### src/rtl/ecsu_sensor_scheduler.sv
// Round-robin poller for the four ECSU weather sensors with timeout/retry fault detection.
// Define ECSU_FAILSAFE_EN to load worst-case values into a channel's shadow when it faults.
module ecsu_sensor_scheduler #(
  parameter int unsigned TIMEOUT_CYCLES = 16,
  parameter int unsigned NUM_RETRY      = 2,
  parameter int unsigned POLL_INTERVAL  = 100
) (
  input  logic              CLK,
  input  logic              RST_N,
  input  logic              enable,
  output logic              sens_req,
  output logic [1:0]        sens_sel,
  input  logic              sens_ack,
  input  logic [7:0]        sens_data,
  output logic              thunderstorm,
  output logic [5:0]        wind,
  output logic [1:0]        visibility,
  output logic signed [7:0] temperature,
  output logic              snapshot_valid,
  output logic [3:0]        sensor_fault,
  output logic [2:0]        sched_state
);

  typedef enum logic [2:0] {
    S_IDLE          = 3'd0,
    S_REQUEST       = 3'd1,
    S_WAIT_ACK      = 3'd2,
    S_COMMIT        = 3'd3,
    S_WAIT_INTERVAL = 3'd4
  } state_t;

  localparam int unsigned TW = $clog2(TIMEOUT_CYCLES + 1);
  localparam int unsigned PW = $clog2(POLL_INTERVAL + 1);
  localparam logic [TW-1:0] TMO_LAST  = TW'(TIMEOUT_CYCLES - 1);
  localparam logic [TW-1:0] TMO_ONE   = TW'(1);
  localparam logic [PW-1:0] POLL_LAST = PW'(POLL_INTERVAL - 1);
  localparam logic [PW-1:0] POLL_ONE  = PW'(1);
  localparam logic [2:0]    RETRY_MAX = 3'(NUM_RETRY);

  state_t             r_state;
  logic [1:0]         r_ch;
  logic [TW-1:0]      r_tmo;
  logic [2:0]         r_retry;
  logic [PW-1:0]      r_poll;
  logic               r_req;
  logic [1:0]         r_sel;
  logic               r_sh_ts;
  logic [5:0]         r_sh_wind;
  logic [1:0]         r_sh_vis;
  logic signed [7:0]  r_sh_temp;
  logic [3:0]         r_pend;
  logic               r_ts;
  logic [5:0]         r_wind;
  logic [1:0]         r_vis;
  logic signed [7:0]  r_temp;
  logic               r_valid;
  logic [3:0]         r_fault;

  logic w_expire;
  logic w_final;
  logic w_done;

  assign w_expire = (r_tmo == TMO_LAST);
  assign w_final  = w_expire && (r_retry == RETRY_MAX);
  // An ack coinciding with expiry wins, so the channel is done on either event.
  assign w_done   = sens_ack || w_final;

  always_ff @(posedge CLK or negedge RST_N) begin
    if (!RST_N) begin
      r_state   <= S_IDLE;
      r_ch      <= '0;
      r_tmo     <= '0;
      r_retry   <= '0;
      r_poll    <= '0;
      r_req     <= 1'b0;
      r_sel     <= '0;
      r_sh_ts   <= 1'b0;
      r_sh_wind <= '0;
      r_sh_vis  <= '0;
      r_sh_temp <= '0;
      r_pend    <= '0;
      r_ts      <= 1'b0;
      r_wind    <= '0;
      r_vis     <= '0;
      r_temp    <= '0;
      r_valid   <= 1'b0;
      r_fault   <= '0;
    end else begin
      r_req   <= 1'b0;
      r_valid <= 1'b0;
      case (r_state)
        S_IDLE: begin
          if (enable) begin
            r_ch    <= '0;
            r_state <= S_REQUEST;
          end
        end
        S_REQUEST: begin
          r_sel   <= r_ch;
          r_tmo   <= '0;
          r_req   <= 1'b1;
          r_state <= S_WAIT_ACK;
        end
        S_WAIT_ACK: begin
          if (w_done) begin
            r_retry <= '0;
            if (sens_ack) begin
              r_pend[r_ch] <= 1'b0;
              case (r_ch)
                2'd0:    r_sh_ts   <= sens_data[0];
                2'd1:    r_sh_wind <= sens_data[5:0];
                2'd2:    r_sh_vis  <= sens_data[1:0];
                default: r_sh_temp <= sens_data;
              endcase
            end else begin
              r_pend[r_ch] <= 1'b1;
`ifdef ECSU_FAILSAFE_EN
              case (r_ch)
                2'd0:    r_sh_ts   <= 1'b1;
                2'd1:    r_sh_wind <= '1;
                2'd2:    r_sh_vis  <= '1;
                default: r_sh_temp <= 8'sd127;
              endcase
`else
`endif
            end
            // Losing enable lets the current channel finish but skips the commit.
            if (!enable) begin
              r_state <= S_IDLE;
            end else if (r_ch == 2'd3) begin
              r_state <= S_COMMIT;
            end else begin
              r_ch    <= r_ch + 2'd1;
              r_state <= S_REQUEST;
            end
          end else if (w_expire) begin
            r_retry <= r_retry + 3'd1;
            r_state <= S_REQUEST;
          end else begin
            r_tmo <= r_tmo + TMO_ONE;
            r_req <= 1'b1;
          end
        end
        S_COMMIT: begin
          r_ts    <= r_sh_ts;
          r_wind  <= r_sh_wind;
          r_vis   <= r_sh_vis;
          r_temp  <= r_sh_temp;
          r_fault <= r_pend;
          r_valid <= 1'b1;
          r_poll  <= '0;
          r_state <= S_WAIT_INTERVAL;
        end
        S_WAIT_INTERVAL: begin
          if (!enable) begin
            r_state <= S_IDLE;
          end else if (r_poll == POLL_LAST) begin
            r_ch    <= '0;
            r_state <= S_REQUEST;
          end else begin
            r_poll <= r_poll + POLL_ONE;
          end
        end
        default: r_state <= S_IDLE;
      endcase
    end
  end

  assign sens_req       = r_req;
  assign sens_sel       = r_sel;
  assign thunderstorm   = r_ts;
  assign wind           = r_wind;
  assign visibility     = r_vis;
  assign temperature    = r_temp;
  assign snapshot_valid = r_valid;
  assign sensor_fault   = r_fault;
  assign sched_state    = r_state;

endmodule

### config.mk
export PLATFORM = sky130hd
export DESIGN_NAME = ecsu_sensor_scheduler
export DESIGN_NICKNAME = d
export VERILOG_FILES = /design/src/rtl/ecsu_sensor_scheduler.sv
export SDC_FILE = /design/constraint.sdc
export NUM_CORES = 1
export LEC_CHECK = 0
export CAP_MARGIN = 25
export CORE_MARGIN = 1.5
export CORE_UTILIZATION = 40
export DETAILED_ROUTE_END_ITERATION = 6
export SLEW_MARGIN = 20
export SYNTH_ARGS = -nofsm -noshare
export SYNTH_HDL_FRONTEND = slang
export SYNTH_SLANG_ARGS = --single-unit
### constraint.sdc
create_clock -name CLK -period 5.55 [get_ports CLK]
set_clock_uncertainty 0.2 [all_clocks]
set_input_delay 0.8325 -clock CLK [delete_from_list [all_inputs] [get_ports CLK]]
set_output_delay 0.8325 -clock CLK [all_outputs]
set_load 0.02 [all_outputs]
final_clocks.png
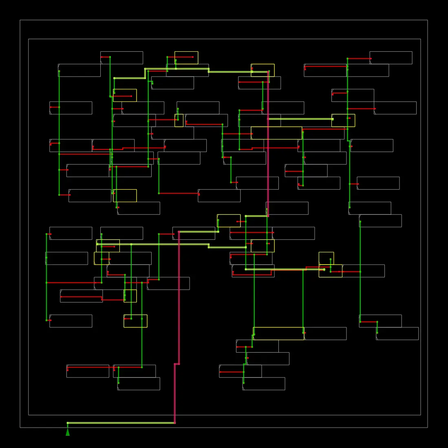
Sink Count: 66
number of sequential cells: 66
number of CTS-inserted buffers: 9
power of the clock network: 0.456 mW

met3.png
(6 px per um)
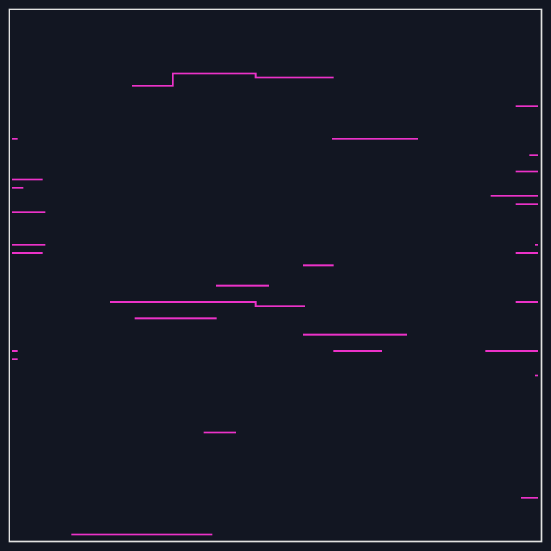
The layer holds 3.9% of the routed length. The longest straight run is 24.1 um. 24 nets have wire on it.

wire_density.png
(4 px per um) 18 x 18 tiles, from black (low) to pale yellow (high), scaled to the fullest tile. Values are wire area over tile area, all layers added.
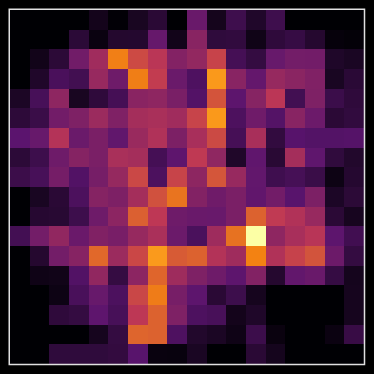
14% of the tiles are nearly empty. The fullest tile reaches 0.47. The mean over all tiles is 0.11. The densest ninth of the die: middle. 11% of the tiles are over half the peak.

==> Table 3: Implementation characteristics <==
Characteristics after synthesis and place and route

Parameter                              Value

Route
  Detailed-route via count    2041
  Met1 routed wirelength after detailed routing    2891 um
  Average wire per standard cell    13.80 um

Worst setup path
  Count of buffering cells on the critical path with inverters included    0
  Category of the worst setup path capture point    register
  Crit. Startpoint    sched_state[1]
  Critical Path AT    2.66 ns
  Origin of the critical flop-to-flop path    sched_state[1]
  Cell family with most CP delay    simple AND/OR/NAND/NOR gates
  Stage delay of the slowest cell on the critical path    0.85 ns
  Type of element launching the critical path    register
  Maximum fanout encountered on the critical timing path    17
  Levels on crit path    3
  R2r worst-path depth    3
  Worst endpoint required time    5.58 ns
  Ordered cell list for the critical path    nor3b_2 > nand3_1 > mux2_2

Power
  Logic gate share of total power    29.8%
  Leakage power of the design    1.725 nW
  Combinational gate power    0.498 mW
  Proportion of power drawn by flip-flops and latches    42.9%
  Cell internal power dissipation    1.107 mW

Synthesis
  Number of flops mapped to enable cells by yosys    0
  FFs w/ async S/R, synth    100.0%
  Ranking of synthesized cells by area    dfrtp_1 57%, nand2_1 9.6%, mux2_2 7.3%
  Netlist area before placement    2920 um^2
  Main synth FF type    dfrtp_1
  Largest area contributor in the netlist    dfrtp_1
  Gate count of the mapped netlist    277
  Most frequent cell after synthesis    nand2_1
  Library cells used by synthesis    42
  Seq/Total Area, Yosys    56.56%
  Cell total in the yosys stat output    277

Floorplan
  Die Size    7823 um^2
  Placeable core region    6944 um^2
  Init Core Util    42.05%

Global routing
  Largest net degree at the start of global routing    67
  First-pass GRT wire length    9942 um
  Antenna violations before repair    0
  GR met2 Demand/Resource    23.94%
  Met3 Resource Use GR    5.597%
  Global Route met1 Usage    24.39%

Layout
  Layout cell share with drive strength beyond 1    13.35%
  Area occupied by multi-input gates    1180 um^2
  Leading cell types in the layout, fill and taps excluded    75 x nand2_1, 66 x dfrtp_1, 38 x clkdlybuf4s50_1
  Non-clk bufs    41
  Clock buffer count in the final layout    10
  Fraction of area in multi-input gates    32.72%
  Design area    3606 um^2
  Core utilization of the finished layout    51.93%
  Area share of buffers outside the clock network    11.10%
  Non-clock inverter instance count of the final layout    7
  Layout overhead on the synthesized area    23.48%
  FILL cells    621
  Area taken by flip-flops and latches    1652 um^2
  Number of antenna diodes    0

Run
  Number of maximum-capacitance violations    0

Clocking
  CTS Root Buffer Type    clkbuf_8
  Latency at later pin    0.34 ns
  Clock-pin slew on the worst setup and hold paths    0.07 ns
  Cts repair resizes    0
  Hold bufs inserted after CTS    0
  Buffer levels on the longest clock path    2
  Setup fix buffers added after clock tree synthesis    0
  Total number of H-tree levels    3

Timing
  Finish-stage setup viols    0
  Worst slew margin    35.73%
  Number of max-slew violations in the final report    0
  Unrepaired setup endpoints after global routing    no
  Worst-margin pin slew    0.9599 ns
  Setup total negative slack    0 ns

Worst hold path
  Hold wc startpoint    r_sh_wind[3]
  Hold path depth    2
  Worst-case hold path end point    wind[3]
  Hold Crit Class    register to register

Place
  Buffers added on ports    39
  Post-DP HPWL    3687 um
  Place WS    2.740 ns
  Area post-placement    3378 um^2

Outcome
  Outcome    complete, no violations
No activity file was given, so power comes from the tool's default toggle rates.
